==> src/rtl/ds_dac_pkg.sv <==
// Shared types and default sizes for the delta-sigma DAC front end.
// The interpolator and its testbench both import this package.
package ds_dac_pkg;

   localparam int DEFAULT_DW         = 16;
   localparam int DEFAULT_LOG2_RATIO = 8;
   localparam int DEFAULT_FIFO_DEPTH = 4;

   typedef enum logic {
      IDLE = 1'b0,
      RAMP = 1'b1
   } interp_state_t;

   typedef logic [DEFAULT_DW-1:0] sample_t;

endpackage

==> src/rtl/sync_fifo.sv <==
// Small synchronous FIFO with show-ahead read data and registered full/empty flags.
// DEPTH must be a power of two so the pointers wrap naturally.
module sync_fifo #(
   parameter int WIDTH = 16,
   parameter int DEPTH = 4
) (
   input  logic             clk50m,
   input  logic             rst,
   input  logic             push,
   input  logic             pop,
   input  logic [WIDTH-1:0] wdata,
   output logic [WIDTH-1:0] rdata,
   output logic             full,
   output logic             empty
);

   localparam int AW = (DEPTH > 1) ? $clog2(DEPTH) : 1;
   localparam logic [AW:0] FULL_CNT = (AW+1)'(DEPTH);

   logic [WIDTH-1:0] r_mem [DEPTH];
   logic [AW-1:0]    r_wr_ptr;
   logic [AW-1:0]    r_rd_ptr;
   logic [AW:0]      r_count;
   logic [AW:0]      w_count_next;
   logic             w_push;
   logic             w_pop;

   // Requests against a full or empty buffer are ignored rather than corrupting state.
   assign w_push = push && !full;
   assign w_pop  = pop && !empty;

   always_comb begin
      w_count_next = r_count;
      case ({w_push, w_pop})
         2'b10:   w_count_next = r_count + 1'b1;
         2'b01:   w_count_next = r_count - 1'b1;
         default: w_count_next = r_count;
      endcase
   end

   always_ff @(posedge clk50m) begin
      if (rst) begin
         r_wr_ptr <= '0;
         r_rd_ptr <= '0;
         r_count  <= '0;
         full     <= 1'b0;
         empty    <= 1'b1;
      end else begin
         if (w_push) begin
            r_wr_ptr <= r_wr_ptr + 1'b1;
         end
         if (w_pop) begin
            r_rd_ptr <= r_rd_ptr + 1'b1;
         end
         r_count <= w_count_next;
         full    <= (w_count_next == FULL_CNT);
         empty   <= (w_count_next == '0);
      end
   end

   // Storage has no reset so it can map onto distributed RAM.
   always_ff @(posedge clk50m) begin
      if (w_push && !rst) begin
         r_mem[r_wr_ptr] <= wdata;
      end
   end

   assign rdata = r_mem[r_rd_ptr];

endmodule

==> src/rtl/ds_dac_interp.sv <==
// Linear interpolator feeding ds_dac: ramps din from the previous sample to each new
// sample over 2^LOG2_RATIO clocks, chaining ramps seamlessly and flagging underruns.
module ds_dac_interp
   import ds_dac_pkg::*;
#(
   parameter int DW         = DEFAULT_DW,
   parameter int LOG2_RATIO = DEFAULT_LOG2_RATIO,
   parameter int FIFO_DEPTH = DEFAULT_FIFO_DEPTH
) (
   input  logic          clk50m,
   input  logic          rst,
   input  logic [DW-1:0] s_data,
   input  logic          s_valid,
   output logic          s_ready,
   output logic [DW-1:0] din,
   output logic          busy,
   output logic          underrun
);

   localparam int AW = DW + LOG2_RATIO;
   localparam logic [LOG2_RATIO-1:0] CNT_LAST = '1;

   interp_state_t           r_state;
   interp_state_t           w_state_next;
   logic [AW-1:0]           r_acc;
   logic [AW-1:0]           w_acc_next;
   logic [AW-1:0]           w_sum;
   logic [AW-1:0]           w_delta_ext;
   logic signed [DW:0]      r_delta;
   logic signed [DW:0]      w_delta_next;
   logic [DW-1:0]           r_target;
   logic [DW-1:0]           w_target_next;
   logic [DW-1:0]           w_din_next;
   logic [LOG2_RATIO-1:0]   r_cnt;
   logic [LOG2_RATIO-1:0]   w_cnt_next;
   logic                    w_underrun_next;
   logic                    w_pop;
   logic                    w_push;
   logic [DW-1:0]           w_fifo_rdata;
   logic                    w_fifo_full;
   logic                    w_fifo_empty;

   assign s_ready = !w_fifo_full;
   assign w_push  = s_valid && !w_fifo_full;

   sync_fifo #(
      .WIDTH (DW),
      .DEPTH (FIFO_DEPTH)
   ) u_fifo (
      .clk50m (clk50m),
      .rst    (rst),
      .push   (w_push),
      .pop    (w_pop),
      .wdata  (s_data),
      .rdata  (w_fifo_rdata),
      .full   (w_fifo_full),
      .empty  (w_fifo_empty)
   );

   // Two's-complement step added to the fixed-point accumulator; after R steps the
   // accumulator lands exactly on {target, 0}, so the ramp never overshoots or wraps.
   assign w_delta_ext = AW'(r_delta);
   assign w_sum       = r_acc + w_delta_ext;

   always_comb begin
      w_state_next    = r_state;
      w_acc_next      = r_acc;
      w_delta_next    = r_delta;
      w_target_next   = r_target;
      w_cnt_next      = r_cnt;
      w_din_next      = din;
      w_underrun_next = 1'b0;
      w_pop           = 1'b0;
      case (r_state)
         IDLE: begin
            if (!w_fifo_empty) begin
               w_pop         = 1'b1;
               w_target_next = w_fifo_rdata;
               w_delta_next  = $signed({1'b0, w_fifo_rdata}) - $signed({1'b0, din});
               w_acc_next    = {din, {LOG2_RATIO{1'b0}}};
               w_cnt_next    = '0;
               w_state_next  = RAMP;
            end
         end
         RAMP: begin
            w_acc_next = w_sum;
            w_cnt_next = r_cnt + 1'b1;
            w_din_next = w_sum[AW-1:LOG2_RATIO];
            if (r_cnt == CNT_LAST) begin
               // Final step: w_sum already equals {r_target, 0}, so chaining only needs a new delta.
               if (!w_fifo_empty) begin
                  w_pop         = 1'b1;
                  w_target_next = w_fifo_rdata;
                  w_delta_next  = $signed({1'b0, w_fifo_rdata}) - $signed({1'b0, r_target});
               end else begin
                  w_state_next    = IDLE;
                  w_underrun_next = 1'b1;
               end
            end
         end
         default: w_state_next = IDLE;
      endcase
   end

   always_ff @(posedge clk50m) begin
      if (rst) begin
         r_state  <= IDLE;
         r_acc    <= '0;
         r_delta  <= '0;
         r_target <= '0;
         r_cnt    <= '0;
         din      <= '0;
         busy     <= 1'b0;
         underrun <= 1'b0;
      end else begin
         r_state  <= w_state_next;
         r_acc    <= w_acc_next;
         r_delta  <= w_delta_next;
         r_target <= w_target_next;
         r_cnt    <= w_cnt_next;
         din      <= w_din_next;
         busy     <= (w_state_next == RAMP);
         underrun <= w_underrun_next;
      end
   end

endmodule

==> config.mk <==
export PLATFORM = sky130hd
export DESIGN_NAME = ds_dac_interp
export DESIGN_NICKNAME = d
export VERILOG_FILES = /design/src/rtl/ds_dac_pkg.sv /design/src/rtl/sync_fifo.sv /design/src/rtl/ds_dac_interp.sv
export SDC_FILE = /design/constraint.sdc
export NUM_CORES = 1
export LEC_CHECK = 0
export CORE_MARGIN = 2
export CORE_UTILIZATION = 30
export DETAILED_ROUTE_END_ITERATION = 12
export GPL_TIMING_DRIVEN = 0
export PLACE_DENSITY = 0.52
export SLEW_MARGIN = 20
export SYNTH_ARGS = -nofsm -noshare
export SYNTH_HDL_FRONTEND = slang
export SYNTH_HIERARCHICAL = 1
export SYNTH_SLANG_ARGS = --single-unit
==> constraint.sdc <==
create_clock -name clk50m -period 4.48 [get_ports clk50m]
set_input_delay 0.672 -clock clk50m [delete_from_list [all_inputs] [get_ports clk50m]]
set_output_delay 0.672 -clock clk50m [all_outputs]
set_load 0.03 [all_outputs]
### Clock nets, run 1

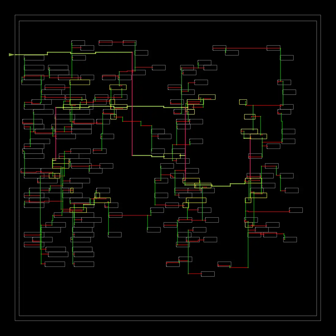
P_clk: 1.50 mW
skew final: 11.6 ps
clock buffers: 18
clock sink total: 158

### Pin map, run 1

(2 px per um) Pins as bars across the die edge, other pins in gray.
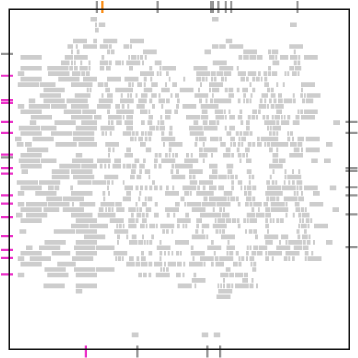
Magenta shows s_data, pins 16, direction input, edge 15 left, 1 bottom. Orange shows s_ready, pins 1, direction output, edge top.

### Signal wires by layer, run 1

(1.5 px per um) Two of the layers only.
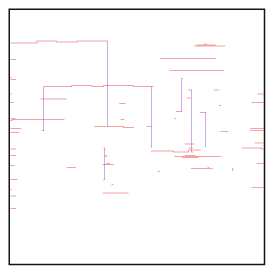
Purple shows met4, wire length 233 um. Red shows met3, wire length 621 um.

### Signal wires on met4, run 1

(2 px per um)
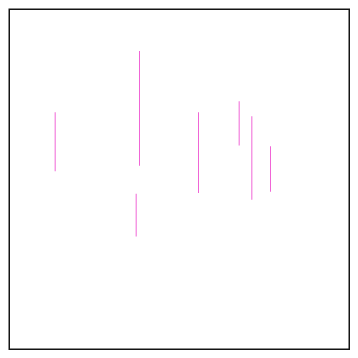
The longest straight run is 57.1 um. The layer carries 233 um of wire.

==> results.txt, run 1 <==
GR Util All Layers: 15.1%
Final TNS setup: 0 ps
Status: finished, final reports clean
Post-placement cell area: 0.00898 mm2
FF-to-FF Start: r_state
Most flop-heavy register: u_fifo/r_mem
Via-per-instance ratio: 5.03
Fillers: 2765
Sequential cell area share: 39.7%
Die Y-Extent: 169 um
Synthesized area per cell: 9.97 um2
Power Combinational: 1.90 mW
Final setup viols: 0
WL met2: 9770 um
Synth cell count leaders: dfxtp_1, nand2_1, a21oi_1, edfxtp_1, nor2_1
Synth area leader: edfxtp_1
Seq Cell Count: 158
Layout cells sized above 1: 8.54%
Worst setup path end: r_delta[15]
Core area: 0.0269 mm2
Yosys Chip Area: 0.00819 mm2
Min-Delay Path Class: reg -> reg
Comb area share: 42.5%
Signal buf overhead: 5.92%
## run 1: kinds of logic after synthesis
kind of cell / count (synthesis) / share of synthesized area [%]
AOI/OAI and AO/OA: 222 / 16.7
xor gates and xnor gates: 25 / 2.67
adders and majority gates: 48 / 7.61
buffers and inverters: 73 / 3.79
DFF: 158 / 46.5
muxes: 46 / 8.53
and+or+nand+nor: 249 / 14.2
## run 1: critical path, cell delays in order (launching register included)
cell      delay [ps]
dfxtp_1          330
clkbuf_1         300
clkbuf_1         560
buf_1            720
mux2i_1          170
ha_1             370
nor3_1            80
o21bai_2         160
o211ai_1         160
o21ai_2          220
a31oi_1          120
or4_1            520
a31oi_1          190
### Gate families picked out, run 1

(2 px per um)
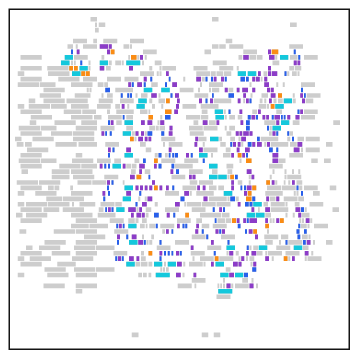

--- run 2 (diff from run 1) ---
--- a/config.mk
+++ b/config.mk
@@ -5,7 +5,7 @@
 export SDC_FILE = /design/constraint.sdc
 export NUM_CORES = 1
 export LEC_CHECK = 0
-export CORE_MARGIN = 2
+export CORE_MARGIN = 8
 export CORE_UTILIZATION = 30
 export DETAILED_ROUTE_END_ITERATION = 12
 export GPL_TIMING_DRIVEN = 0
### Gate families picked out, run 2

(2 px per um)
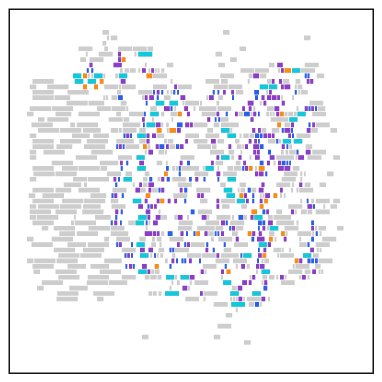
Cyan shows adder and majority cells, cells 48, most used ha_1. Blue shows NAND gates, cells 126, most used nand2_1. Orange shows AND and OR gates, cells 31, most used and3_1. Purple shows inverting AOI/OAI gates, cells 192, most used a21oi_1.

### Pin map, run 2

(2 px per um) Pins as bars across the die edge, other pins in gray.
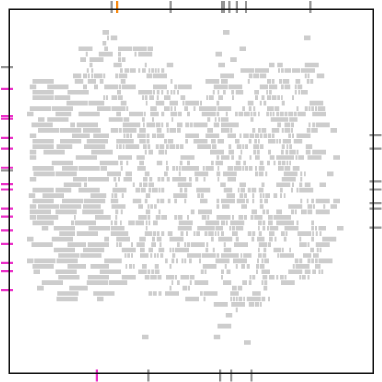
Orange shows s_ready, pins 1, direction output, edge top. Magenta shows s_data, pins 16, direction input, edge 15 left, 1 bottom.
All pins by edge: 17 left, 9 top, 7 right, 5 bottom.

==> results.txt, run 2 <==
Layout cells sized above 1: 8.54% (unchanged)
FF-to-FF Start: r_state (unchanged)
Crit-path leading delay family: buffers and inverters (unchanged)
Post-Synth AOI/OAI Area: 16.7% (unchanged)
Yosys Chip Area: 0.00819 mm2 (unchanged)
Status: finished, final reports clean (unchanged)
Xor+xnor area frac: 2.67% (unchanged)
Most flop-heavy register: u_fifo/r_mem (unchanged)
Min-Delay Path Class: reg -> reg (unchanged)
Clock sink total: 158 (unchanged)
P_clk: 1.38 mW (was 1.50 mW)
Final TNS setup: 0 ps (unchanged)
Mux cell area share: 8.53% (unchanged)
Synthesized area per cell: 9.97 um2 (unchanged)
Synth area leader: edfxtp_1 (unchanged)
Final setup viols: 0 (unchanged)
Buf/Inv on CP: 3 (unchanged)
Max incr delay on CP: 580 ps (was 720 ps)
Core area: 0.0269 mm2 (unchanged)
Worst path depth: 12 (unchanged)
Power Combinational: 1.89 mW (was 1.90 mW)
Crit path cell chain: clkbuf_1 -> clkbuf_1 -> clkbuf_1 -> a21boi_0 -> ha_1 -> nor2b_1 -> o21ai_1 -> a21boi_1 -> o21ai_0 -> a21oi_1 -> or4b_1 -> a31oi_1 (was clkbuf_1 -> clkbuf_1 -> buf_1 -> mux2i_1 -> ha_1 -> nor3_1 -> o21bai_2 -> o211ai_1 -> o21ai_2 -> a31oi_1 -> or4_1 -> a31oi_1)
Slowest-stage cell, CP: clkbuf_1 (was buf_1)
Post-placement cell area: 0.00898 mm2 (unchanged)
Adder Area Share: 7.61% (unchanged)
Fillers: 2752 (was 2765)
Worst setup path end: r_delta[14] (was r_delta[15])
-- run 2: cell count changes in the layout (fill, tap and decap cells not counted), sizes merged --
cell,previous run,this run
inv,36,37
clkinvlp,3,4
bufinv,2,0
-- run 2: area by class of cell --
type,count,area [um2],area share (%)
Clock buffer,18,429,4.50
Multi-Input combinational cell,590,4070,42.7
Sequential cell,158,3800,39.9
Clock inverter,14,121,1.27
Buffer,43,198,2.07
Timing Repair Buffer,37,370,3.88
Inverter,30,113,1.18
Tap cell,341,427,4.47
-- run 2: tightest hold or removal path, cell delays in order, from the launching register on --
cell	delay (ps)
dfxtp_1	310
nand2_1	50
a21oi_1	50
-- run 2: kinds of logic after synthesis --
group | after synthesis
compound gates | 222
mux | 46
xor+xnor | 25
simple gates | 249
fa+ha+maj | 48
buf+inv | 73
flops | 158
### Clock nets, run 2

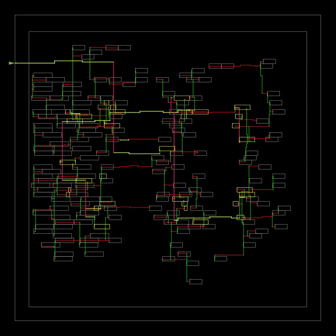

--- run 3 (diff from run 2) ---
--- a/config.mk
+++ b/config.mk
@@ -8,7 +8,6 @@
 export CORE_MARGIN = 8
 export CORE_UTILIZATION = 30
 export DETAILED_ROUTE_END_ITERATION = 12
-export GPL_TIMING_DRIVEN = 0
 export PLACE_DENSITY = 0.52
 export SLEW_MARGIN = 20
 export SYNTH_ARGS = -nofsm -noshare
### Clock nets, run 3

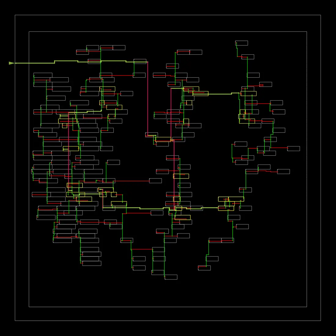
clock buffers: 17
skew final: 10.8 ps
Seq Cell Count: 158
P_clk: 1.51 mW

==> results.txt, run 3 <==
Status: finished, final reports clean (unchanged)
Slowest-stage cell, CP: dfxtp_1 (was clkbuf_1)
Crit-path leading delay family: AND-OR/OR-AND gates (was buffers and inverters)
Clock sink total: 158 (unchanged)
Metal-1 WL: 9240 um (was 10300 um)
P_sw: 1.88 mW (was 1.98 mW)
WL met2: 8730 um (was 9780 um)
Tool warning count: 29 (unchanged)
Buf/Inv on CP: 1 (was 3)
Endpoint class of the critical path: register (unchanged)
Registers, synthesis: 158 (unchanged)
Crit path cell chain: buf_4 -> mux4_1 -> ha_1 -> o21a_1 -> o31a_2 -> o211ai_1 -> o21ai_2 -> a31oi_1 -> or4_1 -> a31oi_1 (was clkbuf_1 -> clkbuf_1 -> clkbuf_1 -> a21boi_0 -> ha_1 -> nor2b_1 -> o21ai_1 -> a21boi_1 -> o21ai_0 -> a21oi_1 -> or4b_1 -> a31oi_1)
Max incr delay on CP: 630 ps (was 580 ps)
Core area: 0.0269 mm2 (unchanged)
Layout cells sized above 1: 8.98% (was 8.54%)
Fillers: 2746 (was 2752)
Worst path depth: 10 (was 12)
Logic family by area: AND-OR/OR-AND gates (unchanged)
Die Y-Extent: 181 um (unchanged)
Power Combinational: 1.77 mW (was 1.89 mW)
Adder Area Share: 7.61% (unchanged)
Comb power frac: 34.3% (was 36.8%)
Htree depth: 4 (unchanged)
Synth cell count leaders: dfxtp_1, nand2_1, a21oi_1, edfxtp_1, nor2_1 (unchanged)
Top pwr grp: registers (was combinational cells)
GR Util All Layers: 11.9% (was 13.3%)
Final TNS setup: 0 ps (unchanged)
Yosys Chip Area: 0.00819 mm2 (unchanged)
Xor+xnor area frac: 2.67% (unchanged)
Mux cell area share: 8.53% (unchanged)
Routability cong.: 0.824 (was 0.863)
Most flop-heavy register: u_fifo/r_mem (unchanged)
Comb gate area: 0.00407 mm2 (unchanged)
Synthesized area per cell: 9.97 um2 (unchanged)
Synth area leader: edfxtp_1 (unchanged)
Post-synthesis async set-or-reset flop share: 0% (unchanged)
Final setup viols: 0 (unchanged)
Post-Synth AOI/OAI Area: 16.7% (unchanged)
Reg area: 0.00380 mm2 (about the same)
DR iter-0 viols: 287 (was 292)
Syn_nets: 888 (unchanged)
Post-placement cell area: 0.00886 mm2 (was 0.00898 mm2)
Postcts setup bufs: 0 (unchanged)
First-pass GRT wire length: 31700 um (was 34600 um)
Sequential power: 1.87 mW (was 1.86 mW)
Via-per-instance ratio: 4.99 (was 5.05)
Min-Delay Path Class: reg -> reg (unchanged)
And+or+nand+nor area frac: 14.2% (unchanged)
Most numerous logic cell after layout: dfxtp_1 (unchanged)
### Gate families picked out, run 3

(2 px per um)
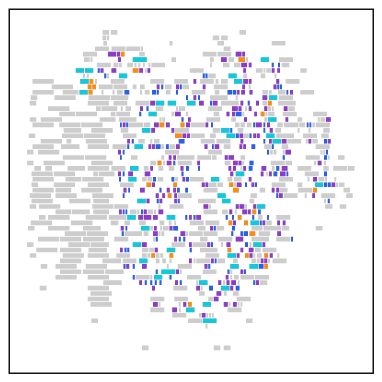
Orange shows AND and OR gates, cells 31, most used and3_1. Cyan shows adder and majority cells, cells 48, most used ha_1. Blue shows NAND gates, cells 126, most used nand2_1. Purple shows inverting AOI/OAI gates, cells 192, most used a21oi_1.

## run 3: path summary, 6_finish.rpt
check                             startpoint      endpoint  slack [ps]
worst max-delay path                register   r_delta[15]        1040
worst min-delay path            r_target[12]  r_target[12]         450
worst max register to register      register   r_delta[15]        1040
worst min register to register  r_target[12]  r_target[12]         450
## run 3: through the flow
stage	util (%)	cells	total power [mW]
after floorplan	-	821	3.22
after global placement	33.0	1166	3.67
after detailed placement	33.0	1166	3.68
after CTS	35.3	1198	5.21
after global routing	35.3	1198	5.51
final	35.3	1198	5.15
## run 3: area by class of cell
cell class | count | share of cell area [%]
flip-flops and latches | 158 | 40.1
well taps | 341 | 4.50
multi-input cells | 590 | 43.0
repair buffers | 47 | 4.65
inverters | 30 | 1.19
clock inverters | 15 | 2.07
clock buffers | 17 | 4.49
Power is estimated from default activity; no workload was simulated.
